`src/rtl/ram_arbiter_if.sv`:
```
// Bus bundle between the RISC5 CPU port, the video refresh requester and the SRAM pins.
// The arbiter takes the slave modport; the CPU/video/SRAM environment takes the master modport.
interface ram_arbiter_if;
  logic [23:0] cpu_adr;
  logic        cpu_rd;
  logic        cpu_wr;
  logic        cpu_ben;
  logic [31:0] cpu_wdata;
  logic [31:0] cpu_rdata;
  logic        stallX;

  logic        vid_req;
  logic [21:0] vid_adr;
  logic        vid_ack;
  logic        vid_valid;
  logic [31:0] vid_data;

  logic [21:0] mem_adr;
  logic [3:0]  mem_be;
  logic        mem_oe;
  logic        mem_we;
  logic [31:0] mem_wdata;
  logic [31:0] mem_rdata;

  modport slave (
    input  cpu_adr, cpu_rd, cpu_wr, cpu_ben, cpu_wdata,
    input  vid_req, vid_adr,
    input  mem_rdata,
    output cpu_rdata, stallX,
    output vid_ack, vid_valid, vid_data,
    output mem_adr, mem_be, mem_oe, mem_we, mem_wdata
  );

  modport master (
    output cpu_adr, cpu_rd, cpu_wr, cpu_ben, cpu_wdata,
    output vid_req, vid_adr,
    output mem_rdata,
    input  cpu_rdata, stallX,
    input  vid_ack, vid_valid, vid_data,
    input  mem_adr, mem_be, mem_oe, mem_we, mem_wdata
  );
endinterface

```
`src/rtl/ram_arbiter.sv`:
```
// Single-port SRAM arbiter sharing main memory between the CPU and the video refresh requester.
// Define ARB_FAIR_EN to enable the BURST cap and the CPU_WIN forced CPU window (GAP state).
module ram_arbiter #(
  parameter int BURST   = 8,
  parameter int CPU_WIN = 2
) (
  input logic          clk,
  input logic          rst,
  ram_arbiter_if.slave bus
);

  if (BURST < 1 || BURST > 255) begin : g_badBurst
    $error("ram_arbiter: BURST must be in 1..255");
  end
  if (CPU_WIN < 1 || CPU_WIN > 15) begin : g_badWin
    $error("ram_arbiter: CPU_WIN must be in 1..15");
  end

`ifdef ARB_FAIR_EN
  typedef enum logic [1:0] {CPU, VID, GAP} state_t;
`else
  typedef enum logic [0:0] {CPU, VID} state_t;
`endif

  state_t      r_state;
  logic        r_stallX;
  logic        r_vidValid;
  logic [31:0] r_vidData;

  logic        w_inVid;
  logic        w_vidAck;
  logic [3:0]  w_byteBe;

  assign w_inVid  = (r_state == VID);
  assign w_vidAck = w_inVid & bus.vid_req;
  assign w_byteBe = 4'b0001 << bus.cpu_adr[1:0];

  assign bus.stallX    = r_stallX;
  assign bus.vid_ack   = w_vidAck;
  assign bus.vid_valid = r_vidValid;
  assign bus.vid_data  = r_vidData;
  assign bus.cpu_rdata = bus.mem_rdata;

  // A simultaneous read and write is illegal; the write wins by suppressing the output enable.
  always_comb begin
    bus.mem_adr   = bus.cpu_adr[23:2];
    bus.mem_we    = bus.cpu_wr;
    bus.mem_oe    = bus.cpu_rd & ~bus.cpu_wr;
    bus.mem_wdata = bus.cpu_wdata;
    bus.mem_be    = bus.cpu_ben ? w_byteBe : 4'b1111;
    if (w_inVid) begin
      bus.mem_adr = bus.vid_adr;
      bus.mem_we  = 1'b0;
      bus.mem_oe  = 1'b1;
      bus.mem_be  = 4'b1111;
    end
  end

`ifdef ARB_FAIR_EN
  localparam logic [7:0] BURST_CNT = 8'(BURST);
  localparam logic [3:0] WIN_CNT   = 4'(CPU_WIN);

  logic [7:0] r_burstCnt;
  logic [3:0] r_winCnt;
  logic [7:0] w_burstNext;

  assign w_burstNext = r_burstCnt + {7'd0, w_vidAck};

  // The cap looks at the count including this cycle's ack, so the last acked word is also the last VID cycle.
  always_ff @(posedge clk or posedge rst) begin
    if (rst) begin
      r_state    <= CPU;
      r_stallX   <= 1'b0;
      r_burstCnt <= 8'd0;
      r_winCnt   <= 4'd0;
    end else begin
      case (r_state)
        CPU: begin
          if (bus.vid_req) begin
            r_state    <= VID;
            r_stallX   <= 1'b1;
            r_burstCnt <= 8'd0;
          end
        end
        VID: begin
          r_burstCnt <= w_burstNext;
          if (w_burstNext == BURST_CNT) begin
            r_state  <= GAP;
            r_stallX <= 1'b0;
            r_winCnt <= WIN_CNT;
          end else if (!bus.vid_req) begin
            r_state  <= CPU;
            r_stallX <= 1'b0;
          end
        end
        GAP: begin
          r_winCnt <= r_winCnt - 4'd1;
          if (r_winCnt == 4'd1) begin
            if (bus.vid_req) begin
              r_state    <= VID;
              r_stallX   <= 1'b1;
              r_burstCnt <= 8'd0;
            end else begin
              r_state  <= CPU;
              r_stallX <= 1'b0;
            end
          end
        end
        default: begin
          r_state  <= CPU;
          r_stallX <= 1'b0;
        end
      endcase
    end
  end
`else
  // Strict video priority: VID is held for as long as the requester keeps asking.
  always_ff @(posedge clk or posedge rst) begin
    if (rst) begin
      r_state  <= CPU;
      r_stallX <= 1'b0;
    end else begin
      case (r_state)
        CPU: begin
          if (bus.vid_req) begin
            r_state  <= VID;
            r_stallX <= 1'b1;
          end
        end
        VID: begin
          if (!bus.vid_req) begin
            r_state  <= CPU;
            r_stallX <= 1'b0;
          end
        end
        default: begin
          r_state  <= CPU;
          r_stallX <= 1'b0;
        end
      endcase
    end
  end
`endif

  always_ff @(posedge clk or posedge rst) begin
    if (rst) begin
      r_vidValid <= 1'b0;
      r_vidData  <= 32'd0;
    end else begin
      r_vidValid <= w_vidAck;
      if (w_vidAck) begin
        r_vidData <= bus.mem_rdata;
      end
    end
  end

endmodule

```
`src/flat_wrapper.sv`:
```
// flat-port wrapper written by rule: the top's interface ports become plain ports
module ram_arbiter_flat 
#(
  parameter int BURST   = 8,
  parameter int CPU_WIN = 2
)
  (clk, rst, bus_cpu_adr, bus_cpu_rd, bus_cpu_wr, bus_cpu_ben, bus_cpu_wdata, bus_vid_req, bus_vid_adr, bus_mem_rdata, bus_cpu_rdata, bus_stallX, bus_vid_ack, bus_vid_valid, bus_vid_data, bus_mem_adr, bus_mem_be, bus_mem_oe, bus_mem_we, bus_mem_wdata);
  ram_arbiter_if bus_i ();
  input logic clk;
  input logic rst;
  input wire logic [$bits(bus_i.cpu_adr)-1:0] bus_cpu_adr;
  input wire logic [$bits(bus_i.cpu_rd)-1:0] bus_cpu_rd;
  input wire logic [$bits(bus_i.cpu_wr)-1:0] bus_cpu_wr;
  input wire logic [$bits(bus_i.cpu_ben)-1:0] bus_cpu_ben;
  input wire logic [$bits(bus_i.cpu_wdata)-1:0] bus_cpu_wdata;
  input wire logic [$bits(bus_i.vid_req)-1:0] bus_vid_req;
  input wire logic [$bits(bus_i.vid_adr)-1:0] bus_vid_adr;
  input wire logic [$bits(bus_i.mem_rdata)-1:0] bus_mem_rdata;
  output wire logic [$bits(bus_i.cpu_rdata)-1:0] bus_cpu_rdata;
  output wire logic [$bits(bus_i.stallX)-1:0] bus_stallX;
  output wire logic [$bits(bus_i.vid_ack)-1:0] bus_vid_ack;
  output wire logic [$bits(bus_i.vid_valid)-1:0] bus_vid_valid;
  output wire logic [$bits(bus_i.vid_data)-1:0] bus_vid_data;
  output wire logic [$bits(bus_i.mem_adr)-1:0] bus_mem_adr;
  output wire logic [$bits(bus_i.mem_be)-1:0] bus_mem_be;
  output wire logic [$bits(bus_i.mem_oe)-1:0] bus_mem_oe;
  output wire logic [$bits(bus_i.mem_we)-1:0] bus_mem_we;
  output wire logic [$bits(bus_i.mem_wdata)-1:0] bus_mem_wdata;
  assign bus_i.cpu_adr = bus_cpu_adr;
  assign bus_i.cpu_rd = bus_cpu_rd;
  assign bus_i.cpu_wr = bus_cpu_wr;
  assign bus_i.cpu_ben = bus_cpu_ben;
  assign bus_i.cpu_wdata = bus_cpu_wdata;
  assign bus_i.vid_req = bus_vid_req;
  assign bus_i.vid_adr = bus_vid_adr;
  assign bus_i.mem_rdata = bus_mem_rdata;
  assign bus_cpu_rdata = bus_i.cpu_rdata;
  assign bus_stallX = bus_i.stallX;
  assign bus_vid_ack = bus_i.vid_ack;
  assign bus_vid_valid = bus_i.vid_valid;
  assign bus_vid_data = bus_i.vid_data;
  assign bus_mem_adr = bus_i.mem_adr;
  assign bus_mem_be = bus_i.mem_be;
  assign bus_mem_oe = bus_i.mem_oe;
  assign bus_mem_we = bus_i.mem_we;
  assign bus_mem_wdata = bus_i.mem_wdata;
  ram_arbiter #(.BURST(BURST), .CPU_WIN(CPU_WIN)) u_core (.clk(clk), .rst(rst), .bus(bus_i));
endmodule
```
`config.mk`:
```
export PLATFORM = sky130hd
export DESIGN_NAME = ram_arbiter_flat
export DESIGN_NICKNAME = d
export VERILOG_FILES = /design/src/rtl/ram_arbiter_if.sv /design/src/rtl/ram_arbiter.sv /design/src/flat_wrapper.sv
export SDC_FILE = /design/constraint.sdc
export NUM_CORES = 1
export LEC_CHECK = 0
export CAP_MARGIN = 20
export CORE_AREA = 5 5 91 93
export DETAILED_ROUTE_END_ITERATION = 10
export DIE_AREA = 0 0 96 98
export DONT_BUFFER_PORTS = 1
export SLEW_MARGIN = 20
export SYNTH_ARGS = -nofsm -noshare
export SYNTH_HDL_FRONTEND = slang
export SYNTH_SLANG_ARGS = --single-unit
```
`constraint.sdc`:
```
create_clock -name clk -period 3.8 [get_ports clk]
set_input_delay 0.57 -clock clk [delete_from_list [all_inputs] [get_ports clk]]
set_output_delay 0.57 -clock clk [all_outputs]
set_load 0.03 [all_outputs]
```
Fig. 1: run 1, cell density map
The die is cut into 10 by 10 equal tiles; white is low, dark blue is high, 0 to 100% covered.
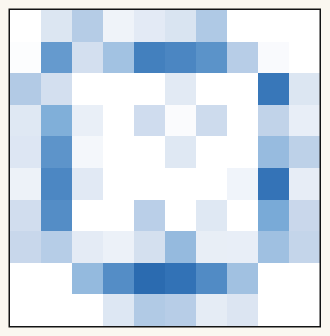
34% of the tiles are nearly empty. The densest ninth of the die: bottom centre. The fullest tile reaches 76%. The mean over all tiles is 20%. The emptiest ninth of the die: centre. 1.0% of the tiles are over 75% full.

Fig. 2: run 1, metal 3
Scale bar: 20 um.
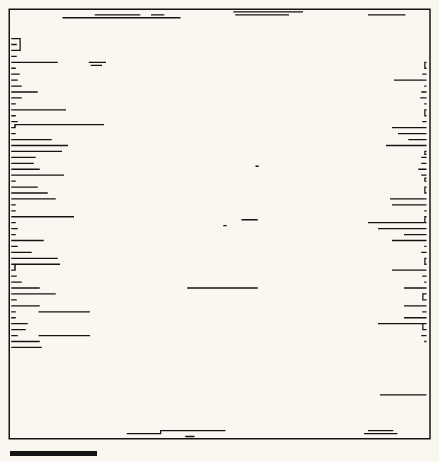
The longest straight run is 26.7 um. The layer holds 13% of the routed length. The layer carries 576 um of wire. 88 nets have wire on it.
Routed WL: 4598 um
DR vias: 1025
met3 Use GR: 0.05624

==> results.sh, run 1 <==
# implementation run metrics
export IMPL_insertion_delay_ps=280
export IMPL_r2r_end="u_core.bus.vid_data[26]$_DFFE_PP0P_"
export IMPL_cts_resized=0
export IMPL_place_congestion=0.7067
export IMPL_cts_tree="done"
export IMPL_cts_path_max_buffers=2
export IMPL_synthTopCellsByArea="dfrtp_1 (38%), mux2_4 (31%), buf_4 (21%), mux2_2 (3.4%), buf_6 (2.4%)"
export IMPL_hold_viol_final=0
export IMPL_status="completed"
export IMPL_grt_ovfl_total=0
export IMPL_startpoint_type="flop"
export IMPL_ios=243
export IMPL_ys_cells=174
export IMPL_critPathMaxStageDelay_ps=800
export IMPL_cellPowerDensity_mw_per_mm2=527.0
export IMPL_dr_first_iter_drc_count=68
export IMPL_routed_wl_met3_um=575
export IMPL_skew_ps=4.901
export IMPL_top_area_cell="dfrtp_1"
export IMPL_diodes=0
export IMPL_yosysWarnings=0
export IMPL_core_mm2=0.007447
export IMPL_gr_usage_met2=0.1450
export IMPL_yosys_area_share_adder=0.005414
export IMPL_crit_type="flop to output port"
export IMPL_postRouteAntennaNets=0
export IMPL_hpwl_um=3570
export IMPL_layout_area_overhead_vs_synth_pct=-13.54
export IMPL_grt_pass1_vias=1168
export IMPL_required_ps=3230
export IMPL_maxSlewViolCount=0
export IMPL_worstPathCellList="buf_4, mux2_2"
export IMPL_synthTopLogicFamily="multiplexers"
export IMPL_slowest_stage="dfrtp_1"
export IMPL_die_w_um=96
export IMPL_grt_first_pass_wirelength_um=6748
export IMPL_r2r_slack_ps=1670
export IMPL_postSynthCellCount=174
export IMPL_numCtsBuffers=5
export IMPL_fin_crit_ps=2471
export IMPL_p_leak_nw=0.9215
export IMPL_clock_root_buffer="clkbuf_8"
export IMPL_warnings=26
export IMPL_met1_usage=0.09871
export IMPL_nFillCells=791
export IMPL_ir_drop_v=0.0001143
export IMPL_rows=32
export IMPL_worstPathMaxFanout=17
export IMPL_place_area_mm2=0.001899
export IMPL_viasPerCell=4.724
export IMPL_maxSlewHeadroom=0.3565
export IMPL_nNetsFinal=231
export IMPL_synth_area_per_cell_um2=13.28
export IMPL_holdCritPathClass="input pin to asynchronous set/reset pin"
export IMPL_fin_setup_tns_ps=0
export IMPL_synth_area_mm2=0.002311
export IMPL_yosysTopAreaCellShare=0.3790
export IMPL_clk_pin_slew_ps=80
export IMPL_synthSimpleGateAreaFrac=0.004331
export IMPL_clock_sinks=35
export IMPL_synth_cell_types=14
export IMPL_drc=0
export IMPL_fp_util=0.3103
export IMPL_crit_start="u_core.r_state$_DFF_PP0_"
export IMPL_grt_max_degree=36
export IMPL_cts_setup_buffers=0
export IMPL_ys_seq_frac=0.3790
export IMPL_period_used=0.6503
export IMPL_grt_antenna_before_repair=0
export IMPL_synthMuxAreaShare=0.3438
export IMPL_crit_path_end="bus_mem_adr[16]"
export IMPL_drv_cap=0
export IMPL_highest_layer="met4"
export IMPL_max_freq_ghz=0.4047
export IMPL_r2r_cells=3
export IMPL_yosys_area_share_aoi=0.01191
export IMPL_wl_met2_um=2256
export IMPL_portBuffers=0
export IMPL_dieArea_mm2=0.009408
export IMPL_fp_nets=291
export IMPL_grt_busiest_layer="met2"
export IMPL_drt_met1_wl_um=1641
export IMPL_mostFrequentLayoutCells="mux2_4 (47), dfrtp_1 (35), mux2_2 (7), clkbuf_8 (6), inv_1 (5)"
export IMPL_ys_flops=35
export IMPL_track_usage=0.09416
export IMPL_layout_drive_gt1_share=0.5826
export IMPL_fp_dieH_um=98
export IMPL_worst_slew_pin_slew_ps=955.2
export IMPL_firstDrtPassIters=4
export IMPL_cts_htree_levels=2
export IMPL_cp_arrival_ps=1900
export IMPL_yosysChipArea_mm2=0.002311
export IMPL_xor_share=0
export IMPL_design_area_mm2=0.001998
export IMPL_layout_top_cell="mux2_4"
export IMPL_whs_ps=277.3
export IMPL_r2r_start="u_core.r_state$_DFF_PP0_"
Fig. 3: run 1, metal 2
Scale bar: 20 um.
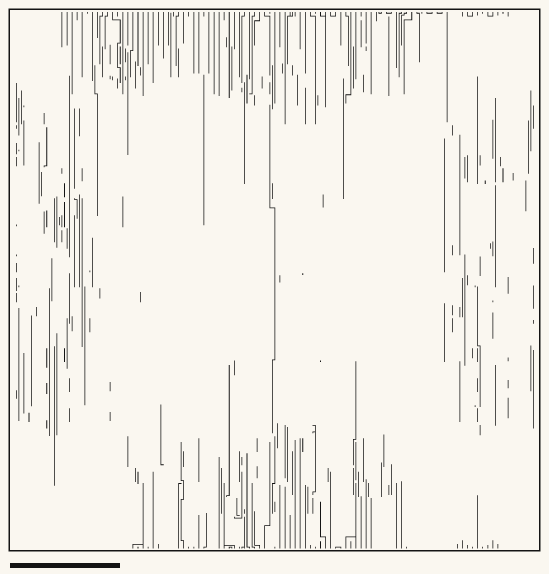
The layer holds 49% of the routed length. 217 nets have wire on it. The layer carries 2260 um of wire.

-- run 1: synth_stat cells --
library cell	instances
inv_1	5
buf_6	5
buf_12	1
nor2b_1	1
mux2i_1	1
mux2_2	7
buf_4	64
mux2_4	47
buf_8	1
dfrtp_1	35
a21o_1	1
nor2_1	1
ha_1	1
o21ai_0	4
-- run 1: sequential cells by signal, indices dropped and copies added, names as in the netlist --
| register | count |
|---|---|
| u_core.r_state | 1 |
| u_core.bus.vid_valid | 1 |
| u_core.bus.stallX | 1 |
| u_core.bus.vid_data | 32 |
-- run 1: cells by family after synthesis --
group	count (synthesis)
AOI/OAI and AO/OA	5
DFF	35
buffers and inverters	76
and+or+nand+nor	2
muxes	55
adders and majority gates	1
-- run 1: area by class of cell --
cell class                      count  area [um^2]  share of cell area
Sequential cell                    35        875.8              0.4383
Multi-Input combinational cell     63        847.1              0.4239
Tap cell                          102        127.6             0.06387
Clock buffer                        6        82.58             0.04133
Timing Repair Buffer                4        30.03             0.01503
Inverter                            5        18.77            0.009393
Clock inverter                      2        16.27            0.008140
-- run 1: report_power, final --
group          internal, mW  switching, mW
registers             0.424          0.150
logic                 0.102         0.0903
clock network         0.148          0.139
total                 0.674          0.379
-- run 1: worst max-delay path, delay by kind of cell (launching register included) --
family / cells / cell delay, ps
mux: 1 / 460
flops: 1 / 800
buf+inv: 1 / 350
-- run 1: through the flow --
stage               setup WS, ps  power (mW)  std cells    util
floorplan                   1941      0.8797        174       -
CTS                         1299       1.078        217  0.2683
global placement            1675      0.7729        209  0.2550
detailed placement          1626      0.7755        209  0.2550
finish                      1329       1.053        217  0.2683
global route                1210       1.107        217  0.2683
==> run 2, diff against run 1 <==
==> constraint.sdc (replaced) <==
create_clock -name clk -period 2.6 [get_ports clk]
set_input_delay 0.39 -clock clk [delete_from_list [all_inputs] [get_ports clk]]
set_output_delay 0.39 -clock clk [all_outputs]
set_load 0.03 [all_outputs]
==> run 2 against run 1 <==
- synthesized area is the same
- first-iteration DRC count shrank 40%
- routed wire length shrank 2.1%
- global-route usage shrank 0.085 points
- critical path type unchanged
- setup slack lost 770 ps
- final cell count shrank 0.46%
- critical path depth grew 1
==> results.sh, run 2 <==
# implementation run metrics
export IMPL_status="completed"
export IMPL_r2r_cells=3
export IMPL_grt_antenna_before_repair=0
export IMPL_cts_path_max_buffers=2
export IMPL_hold_viol_final=0
export IMPL_ir_drop_v=0.0002207
export IMPL_grt_first_pass_wirelength_um=6748
export IMPL_drc=0
export IMPL_yosysChipArea_mm2=0.002311
export IMPL_dieArea_mm2=0.009408
export IMPL_ys_cells=174
export IMPL_largest_reg_flops=32
export IMPL_maxSlewViolCount=0
export IMPL_worstPathMaxFanout=21
export IMPL_insertion_delay_ps=280
export IMPL_hold_buffers=0
export IMPL_r2r_end="u_core.bus.vid_data[26]$_DFFE_PP0P_"
export IMPL_place_ws_ps=898.1
export IMPL_dr_first_iter_drc_count=41
export IMPL_async_flop_share=1.000
export IMPL_design_area_mm2=0.002043
export IMPL_dr_total_vias=992
export IMPL_postSynthCellCount=174
export IMPL_worst_slew_pin_slew_ps=950.4
export IMPL_swShare=0.3408
export IMPL_firstDrtPassIters=4
export IMPL_edf_count=0
export IMPL_cts_tree="done"
export IMPL_seqPwrFrac=0.523
export IMPL_clock_sinks=35
export IMPL_maxPowerGroup="sequential cells"
export IMPL_power_frac_clock=0.295
export IMPL_p_switching_mw=0.5453
export IMPL_layout_top_cell="mux2_4"
export IMPL_ys_flops=35
export IMPL_period_used=0.7836
export IMPL_place_congestion=0.6983
export IMPL_nNetsFinal=231
export IMPL_yosysWarnings=0
export IMPL_synthMostInstantiatedCell="buf_4"
export IMPL_viasPerCell=4.593
export IMPL_fp_dieH_um=98
export IMPL_layout_drive_gt1_share=0.5789
export IMPL_maxSlewHeadroom=0.3597
export IMPL_wire_per_inst_um=20.83
export IMPL_layout_area_overhead_vs_synth_pct=-11.59
export IMPL_rsz0062_at_grt="false"
export IMPL_max_freq_ghz=0.4908
export IMPL_cts_setup_buffers=0
export IMPL_diodes=0
export IMPL_grt_ovfl_total=0
export IMPL_skew_ps=9.357
export IMPL_ys_seq_frac=0.3790
export IMPL_cellPowerDensity_mw_per_mm2=783.1
export IMPL_p_int_mw=1.055
export IMPL_fin_ws_ps=562.7
export IMPL_fp_util=0.3103
export IMPL_powerSeq_mw=0.837
export IMPL_die_w_um=96
export IMPL_fin_setup_tns_ps=0
export IMPL_end_kind="output port"
export IMPL_fp_nets=291
export IMPL_clock_root_buffer="clkbuf_8"
export IMPL_numCtsBuffers=5
export IMPL_mostFrequentLayoutCells="mux2_4 (47), dfrtp_1 (35), mux2_2 (7), inv_1 (5), clkbuf_8 (5)"
export IMPL_clk_pin_slew_ps=70
export IMPL_crit_type="flop to output port"
export IMPL_drv_cap=0
export IMPL_synth_cell_types=14
export IMPL_grt_pass1_vias=1198
export IMPL_warnings=26
export IMPL_required_ps=2210
export IMPL_crit_start="u_core.r_state$_DFF_PP0_"
export IMPL_cts_htree_levels=2
export IMPL_startpoint_type="flop"
export IMPL_top_area_cell="dfrtp_1"
export IMPL_nFillCells=787
export IMPL_p_comb_frac=0.181
export IMPL_synth_area_per_cell_um2=13.28
export IMPL_p_leak_nw=0.9362
export IMPL_r2r_start="u_core.r_state$_DFF_PP0_"
export IMPL_postRouteAntennaNets=0
export IMPL_r2r_slack_ps=990
export IMPL_fin_crit_ps=2037
export IMPL_portBuffers=0
export IMPL_synth_area_mm2=0.002311
export IMPL_holdCritPathClass="input pin to asynchronous set/reset pin"
export IMPL_cp_arrival_ps=1650
export IMPL_ios=243
export IMPL_comb_power_mw=0.290
export IMPL_clk_power_mw=0.472
export IMPL_yosysTopAreaCellShare=0.3790
export IMPL_place_area_mm2=0.001937
export IMPL_finalSetupViolations=0
export IMPL_grt_max_degree=36
export IMPL_synthTopCellsByArea="dfrtp_1 (38%), mux2_4 (31%), buf_4 (21%), mux2_2 (3.4%), buf_6 (2.4%)"
export IMPL_synthTopCellsByCount="buf_4 (64), mux2_4 (47), dfrtp_1 (35)"
export IMPL_synth_top_flop_cell="dfrtp_1"
export IMPL_hpwl_um=3532
export IMPL_track_usage=0.09331
export IMPL_cts_resized=0
run 2: layout make-up:
class | count | area [um^2] | area share
clock inverters | 2 | 37.54 | 0.01837
repair buffers | 4 | 67.56 | 0.03307
flip-flops and latches | 35 | 875.8 | 0.4287
inverters | 5 | 18.77 | 0.009186
clock buffers | 5 | 68.82 | 0.03368
well taps | 102 | 127.6 | 0.06246
multi-input cells | 63 | 847.1 | 0.4146
run 2: through the flow:
stage          std cells  power, mW  hold slack (ps)
6_report             216      1.600            94.17
5_1_grt              216      1.673            107.3
4_1_cts              216      1.634            97.30
3_5_place_dp         209      1.141            412.3
3_3_place_gp         209      1.137            397.2
2_1_floorplan        174      1.286            421.4
run 2: routing by layer:
metal | routed length, um | GRT usage | vias up
met1 | 1601 | 0.09852 | 478
met3 | 569 | 0.05470 | 17
met2 | 2197 | 0.1434 | 108
li1 | - | - | 389
met5 | 0 | 0 | -
met4 | 131 | 0.05142 | 0
run 2: worst max-delay path by stage:
stage                                               to
finish                                   bus_mem_be[0]
global route                             bus_mem_be[1]
CTS                                      bus_mem_be[3]
detailed placement                       bus_mem_be[3]
global placement                         bus_mem_be[3]
floorplan           u_core.bus.vid_data[0]$_DFFE_PP0P_
run 2: critical path, cell delays in order, from the launching register on:
cell,delay (ps)
dfrtp_1,520
buf_12,240
nor2b_1,200
o21ai_0,400
run 2: kinds of logic (layout without fill, tap and decap cells):
family	count (synthesis)	count (layout)	synth area share
AND-OR/OR-AND	5	5	0.01191
multiplexers	55	55	0.3438
AND/OR/NAND/NOR	2	2	0.004332
flip-flops	35	35	0.3790
adder cells (fa/ha/maj)	1	1	0.005413
buffers and inverters	76	16	0.2555
Fig. 4: run 2, cell outlines without signal wires
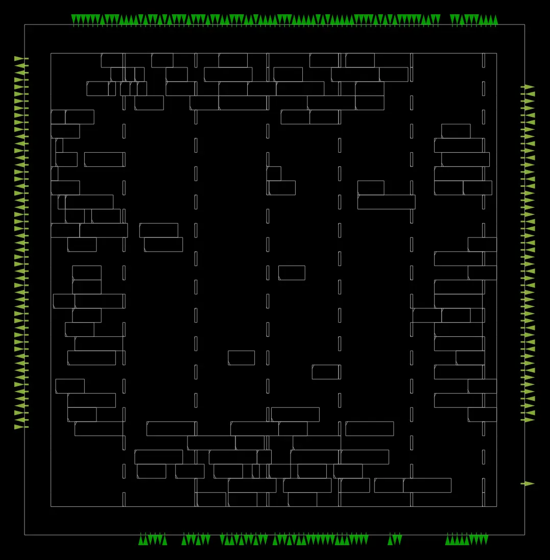
Final Util: 0.2744
Non-Filler Instances: 216
tap cells: 102
core area: 0.007447 mm^2
# rows: 32

Fig. 5: run 2, metal 2
Scale bar: 20 um.
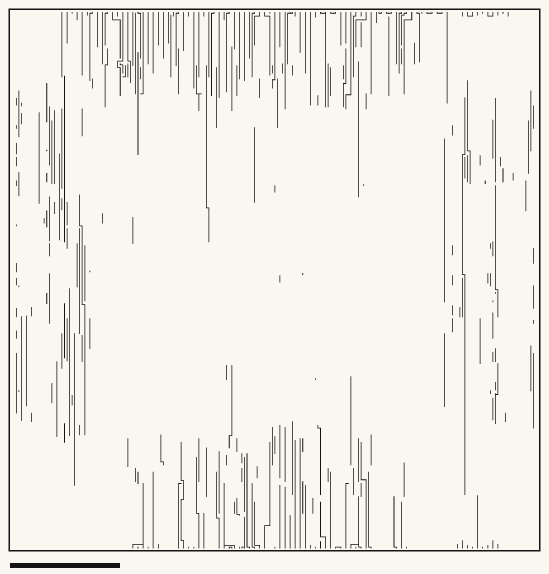
M2 GR Usage: 0.1434
Routed WL: 4500 um

Fig. 6: run 2, cell density map
The die is cut into 10 by 10 equal tiles; white is low, dark blue is high, 0 to 100% covered.
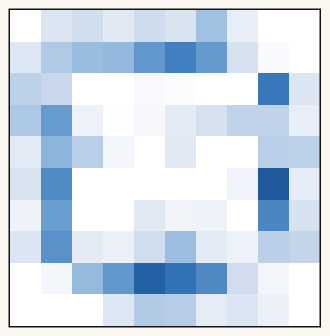
The mean over all tiles is 20%. 2.0% of the tiles are over 75% full. The fullest tile reaches 83%. 26% of the tiles are nearly empty. The densest ninth of the die: bottom centre. The emptiest ninth of the die: centre.

Power is estimated from default activity; no workload was simulated.
